**src/rtl/irq_pkg.sv**
```systemverilog
// Shared types and constants for the eight-source interrupt controller.
package irq_pkg;

   localparam int NREQ = 8;
   localparam int ID_W = 3;

   typedef enum logic [1:0] {
      IDLE = 2'd0,
      REQ  = 2'd1,
      SERV = 2'd2
   } irq_state_t;

   function automatic logic [NREQ-1:0] onehot(input logic [ID_W-1:0] id);
      logic [NREQ-1:0] v;
      v     = '0;
      v[id] = 1'b1;
      return v;
   endfunction

endpackage

```
**src/rtl/prio_enc_8.sv**
```systemverilog
// Fixed-priority 8-to-3 encoder; bit 7 wins, all-zero input gives id 0.
module prio_enc_8
   import irq_pkg::*;
(
   input  logic [NREQ-1:0] in,
   output logic [ID_W-1:0] id,
   output logic            valid
);

   always_comb begin
      id    = '0;
      valid = 1'b0;
      for (int i = 0; i < NREQ; i++) begin
         if (in[i]) begin
            id    = ID_W'(i);
            valid = 1'b1;
         end
      end
   end

endmodule

```
**src/rtl/irq_ctrl_8.sv**
```systemverilog
// Interrupt controller: edge-latched pending bits, mask, and a
// valid/ack/eoi offer FSM with an ack timeout.
module irq_ctrl_8
   import irq_pkg::*;
#(
   parameter int ACK_TIMEOUT = 15
)(
   input  logic            clk,
   input  logic            rst,
   input  logic [NREQ-1:0] req,
   input  logic            mask_wr,
   input  logic [NREQ-1:0] mask_wdata,
   output logic [NREQ-1:0] mask,
   output logic [NREQ-1:0] pending,
   output logic            irq_valid,
   output logic [ID_W-1:0] irq_id,
   input  logic            irq_ack,
   input  logic            eoi,
   output logic            busy,
   output logic            timeout
);

   localparam int TW = $clog2(ACK_TIMEOUT + 1);
   localparam logic [TW-1:0] TLAST = TW'(ACK_TIMEOUT - 1);

   irq_state_t      r_state;
   irq_state_t      w_nxt;
   logic [NREQ-1:0] r_req_q;
   logic [NREQ-1:0] r_pend;
   logic [NREQ-1:0] r_mask;
   logic [ID_W-1:0] r_id;
   logic [TW-1:0]   r_timer;
   logic            r_valid;
   logic            r_busy;
   logic            r_tmo;

   logic [NREQ-1:0] w_edge;
   logic [NREQ-1:0] w_elig;
   logic [NREQ-1:0] w_clr;
   logic [ID_W-1:0] w_eid;
   logic [ID_W-1:0] w_idnxt;
   logic [TW-1:0]   w_tnxt;
   logic            w_any;
   logic            w_tmo;

   assign w_edge = req & ~r_req_q;
   assign w_elig = r_pend & ~r_mask;

   prio_enc_8 u_enc (
      .in    (w_elig),
      .id    (w_eid),
      .valid (w_any)
   );

   always_comb begin
      w_nxt   = r_state;
      w_idnxt = r_id;
      w_tnxt  = r_timer;
      w_clr   = '0;
      w_tmo   = 1'b0;
      unique case (r_state)
         IDLE: begin
            if (w_any) begin
               w_nxt   = REQ;
               w_idnxt = w_eid;
               w_tnxt  = '0;
            end
         end
         REQ: begin
            if (irq_ack) begin
               w_clr = onehot(r_id);
               w_nxt = SERV;
            end else if (r_timer == TLAST) begin
               // pending bit stays set so the source is re-offered
               w_nxt = IDLE;
               w_tmo = 1'b1;
            end else begin
               w_tnxt = r_timer + 1'b1;
            end
         end
         SERV: begin
            if (eoi) w_nxt = IDLE;
         end
         default: w_nxt = IDLE;
      endcase
   end

   always_ff @(posedge clk) begin
      if (rst) begin
         r_state <= IDLE;
         r_req_q <= '0;
         r_pend  <= '0;
         r_mask  <= '1;
         r_id    <= '0;
         r_timer <= '0;
         r_valid <= 1'b0;
         r_busy  <= 1'b0;
         r_tmo   <= 1'b0;
      end else begin
         r_state <= w_nxt;
         r_req_q <= req;
         // a new edge beats the ack clear on the same bit
         r_pend  <= (r_pend & ~w_clr) | w_edge;
         if (mask_wr) r_mask <= mask_wdata;
         r_id    <= w_idnxt;
         r_timer <= w_tnxt;
         r_valid <= (w_nxt == REQ);
         r_busy  <= (w_nxt == SERV);
         r_tmo   <= w_tmo;
      end
   end

   assign mask      = r_mask;
   assign pending   = r_pend;
   assign irq_valid = r_valid;
   assign irq_id    = r_id;
   assign busy      = r_busy;
   assign timeout   = r_tmo;

endmodule

```
**config.mk**
```make
export PLATFORM = sky130hd
export DESIGN_NAME = irq_ctrl_8
export DESIGN_NICKNAME = d
export VERILOG_FILES = /design/src/rtl/irq_pkg.sv /design/src/rtl/prio_enc_8.sv /design/src/rtl/irq_ctrl_8.sv
export SDC_FILE = /design/constraint.sdc
export NUM_CORES = 1
export LEC_CHECK = 0
export ABC_AREA = 1
export CAP_MARGIN = 15
export CORE_MARGIN = 2
export CORE_UTILIZATION = 49
export CTS_CLUSTER_DIAMETER = 80
export DETAILED_ROUTE_END_ITERATION = 6
export GPL_TIMING_DRIVEN = 0
export PLACE_DENSITY = 0.83
export SYNTH_ARGS = -nofsm -noshare
export SYNTH_HDL_FRONTEND = slang
export SYNTH_SLANG_ARGS = --single-unit
```
**constraint.sdc**
```tcl
create_clock -name clk -period 2.9 [get_ports clk]
set_clock_uncertainty 0.05 [all_clocks]
set_input_delay 0.29 -clock clk [delete_from_list [all_inputs] [get_ports clk]]
set_output_delay 0.29 -clock clk [all_outputs]
set_load 0.005 [all_outputs]
```
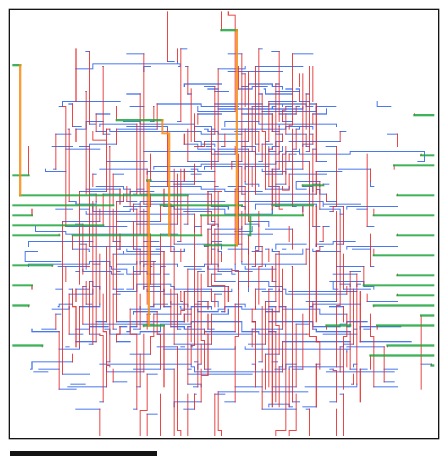
(signal wires by layer)
Bar = 20 um.
Red stands for metal 2, wire length 1760 um. Orange stands for metal 4, wire length 83.2 um. Green stands for metal 3, wire length 233 um. Blue stands for metal 1, wire length 1520 um.
final wirelength: 3590 um
GRT Total Usage: 0.222
Vias: 1355

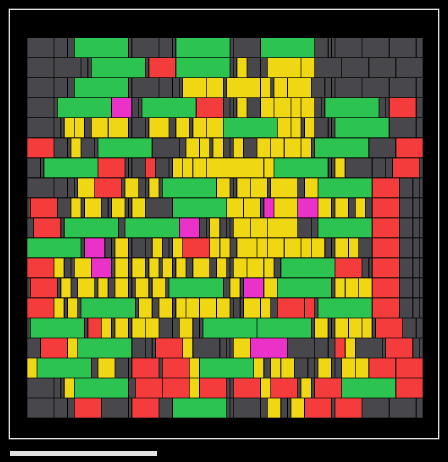
(placed cells, one colour a class)
Bar = 20 um. Fill, decap, tap and diode cells in grey.
Green stands for sequential cells, cells 36, share of their area 38%. Red stands for remaining buffers and delay cells, cells 46, share of their area 23%. Magenta stands for clock drivers and dummy loads, cells 8, share of their area 3.3%. Yellow stands for combinational and other logic, cells 136, share of their area 36%.

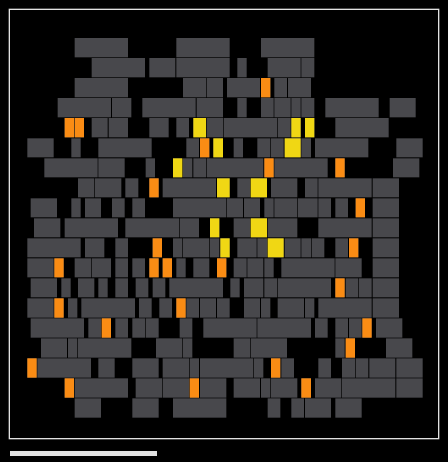
(selected gate families)
Bar = 20 um.
Orange stands for inv cells, cells 25, most used inv_1. Yellow stands for nor cells, cells 12, most used nor2_1.
logic share of the area: 0.310
Layout Cells excl Fill: 257
Top cell excl fill/tap: clkdlybuf4s50_1

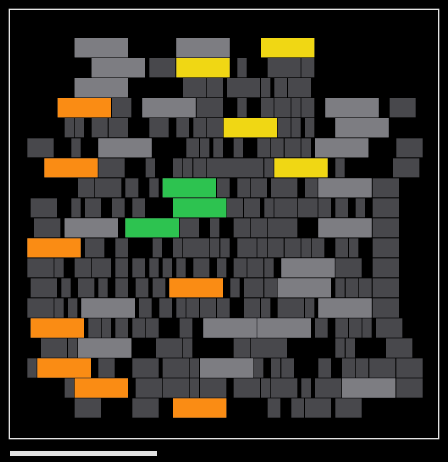
(register map, names as in the netlist)
Bar = 20 um. Other sequential cells in the stronger grey, the rest of the logic in the fainter grey.
Green stands for irq_id, flops 3. Yellow stands for r_timer, flops 4, where top centre. Orange stands for r_req_q, flops 8.
Another 21 sequential cells are not coloured.
seq pwr: 574 uW
Flop area: 721 um2
Seq area share: 0.368
Util after Layout: 0.704

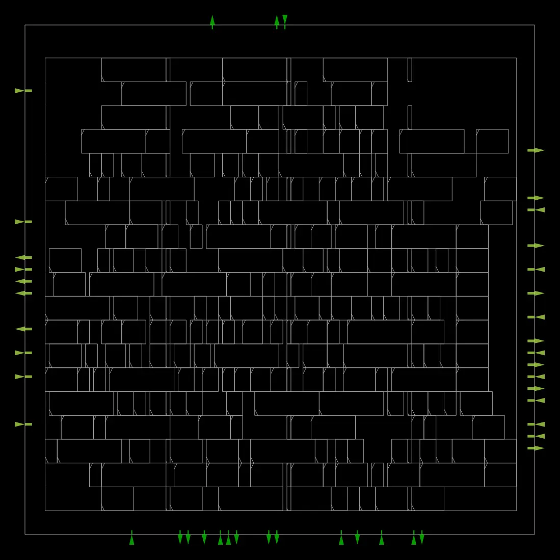
(cell placement)
core area: 0.00278 mm2
Well-Tap Cells: 31
row count: 19
seq_cells: 36

==> Slide: Implementation Results <==
Synthesis and Place & Route Summary

Route
  – Total length of routed met3 wires: 232 um
  – Drc violations: 0
  – Starting DRT DRC Count: 35
  – Met1 WL: between 1500 and 2000 um
  – Antenna-violating nets left: 0
  – DR WL/cell: between 10 and 15 um
  – Number of vias per cell: between 5 and 6
  – Metal2 WL: 1760 um
  – Detailed Routing Iterations Pass 1: 4

Synthesis
  – Area figure in the yosys stat output: about 0.0014 mm2
  – Cells after Synth: approximately 180
  – Cell Type Count: 27
  – Yosys cell count: between 150 and 200
  – Post-Syn Nets: 199
  – Largest cells by area: dfxtp_1, nand2_1, a21oi_1
  – Xor/xnor share: 0.0122
  – Asr flop ratio synth: 0
  – Synthesized registers: 36
  – Adders+Majority by Area: 0.0174
  – Yosys simple share: 0.221
  – Post-synth EDFFs: 0
  – Syn avg cell area: between 8 and 9 um2
  – Yosys warnings: 0
  – Commonest cells in the netlist: dfxtp_1, nand2_1, inv_1
  – Main logic family: simple AND/OR/NAND/NOR gates
  – Register share after synthesis: 0.501
  – Synth top cell by count: dfxtp_1
  – AND-OR/OR-AND Cells, Area Fraction: 0.171
  – Area leader share: 0.501
  – Top FF cell, synth: dfxtp_1

Clock network
  – Root Buffer: clkbuf_4
  – Post_cts resized: 0
  – Clk slew on worst S/H paths: 0.11 ns
  – Total CTS buffers: 5
  – TritonCTS clock tree: built
  – Clock buffer depth: 2
  – H-tree depth: 2
  – Setup bufs post-CTS: 0
  – Hold Buf Count CTS: 0

Setup path
  – Startpoint Class: register
  – WP buf/inv: 1
  – CP Capture Type: primary output
  – Crit-path max cell delay: roughly 0.56 ns
  – Reg-to-Reg End: r_timer[1]$_SDFFE_PP0P_
  – Max FO, Critical Path: 7
  – Crit Path Category: register to primary output
  – Worst path cell trace: clkdlybuf4s50_1
  – Slowest stage cell, crit path: clkdlybuf4s50_1
  – Crit path max-delay family: buffers and inverters
  – Number of cells on the critical path: 1
  – Crit. Startpoint: irq_id[1]$_SDFFE_PP0P_
  – RR Startpoint: r_timer[0]$_SDFFE_PP0P_
  – Reg2reg setup slack: about 1.5 ns
  – Crit path arrival time: about 1.4 ns
  – Worst R2R Path Depth: 6
  – Required @ worst endpoint: between 2 and 3 ns
  – Critical path capture point: irq_id[1]

Hold path
  – Hold WC Path Type: register to register
  – Sink of the worst hold path: pending[1]$_SDFF_PP0_
  – Worst hold path stage count: 1
  – Hold_sp: r_req_q[1]$_SDFF_PP0_

Global route
  – Number of global-route vias before repair: ~1300
  – Pin count of the biggest net entering global routing: 12
  – Global-route wire length before repair: 5550 um
  – Congestion Overflow GR: 0
  – Antenna violations before repair: 0

Cells and area
  – Layout Nets: between 200 and 250
  – Multi-In Gates: between 100 and 150
  – Antenna Cells: 0
  – Inverters: 25
  – Finished layout cell area: around 0.002 mm2
  – Comb area: 607 um2
  – Non-clk buf share: 0.223
  – Layout area overhead: 36.3%
  – Share of cells above drive strength 1: 0.128
  – Clock-cell share: 0.0319

Job
  – Tool warnings: 27
  – Max-Cap Viols: 0

Final timing
  – Unrepaired setup endpoints after global routing: no
  – Fin Setup TNS: 0 ns
  – Max Freq: ~580 MHz
  – Hold Vio Cnt, Final: 0
  – Setup ws final: roughly 1.2 ns
  – # setup viols final: 0
  – Tcrit/Tclk final: 0.596
  – Fin Hold WS: around 0.38 ns
  – Slew @ Worst Pin: about 0.51 ns

Place
  – IO buf count: around 42
  – Place WS: 1.11 ns
  – DP Area: about 0.0019 mm2
  – Post-DP HPWL: roughly 2600 um
  – RD Place Congestion: 0.852
  – Dpl cells: around 250

Outcome
  – Status: finished, final reports clean

Power
  – Power Dens Cells: between 500 and 600 mW/mm2
  – P_leak: between 0.8 and 0.9 nW
  – Tot Pwr: around 1.1 mW
  – VDD IR max: 0.524 mV

Die
  – Pre-Place Util: 0.517
  – I/O Pins: approximately 43
  – Die X: roughly 58 um
  – Die area: between 0.003 and 0.004 mm2
-- metal layers --
metal,track usage,vias to the layer above
met3,0.0781,8
met1,0.251,621
li1,-,681
met2,0.373,45
met4,0.106,0
met5,0,-
-- state kept, by name, summed over array words and instances, names as in the netlist --
register and flops:
busy 1, irq_id 3, irq_valid 1, mask 8
pending 8, r_req_q 8, r_state 2, r_timer 4
timeout 1
-- where the power goes --
group          leakage, nW  internal (mW)  switching [mW]
Combinational        0.521          0.118           0.116
Clock               0.0315          0.119           0.165
Sequential           0.298          0.535          0.0391
-- cell usage in the layout, fill, tap and decap left out, drive strengths merged, types with 2 or more instances in the layout --
cell type and n:
a21oi 16, clkbuf 10, clkdlybuf4s50 42, dfxtp 36, ha 2, inv 24, nand2 34, nand3 14
nor2 9, nor3 2, o21a 2, o21ai 18, o22ai 8
Power and IR drop assume default switching activity.
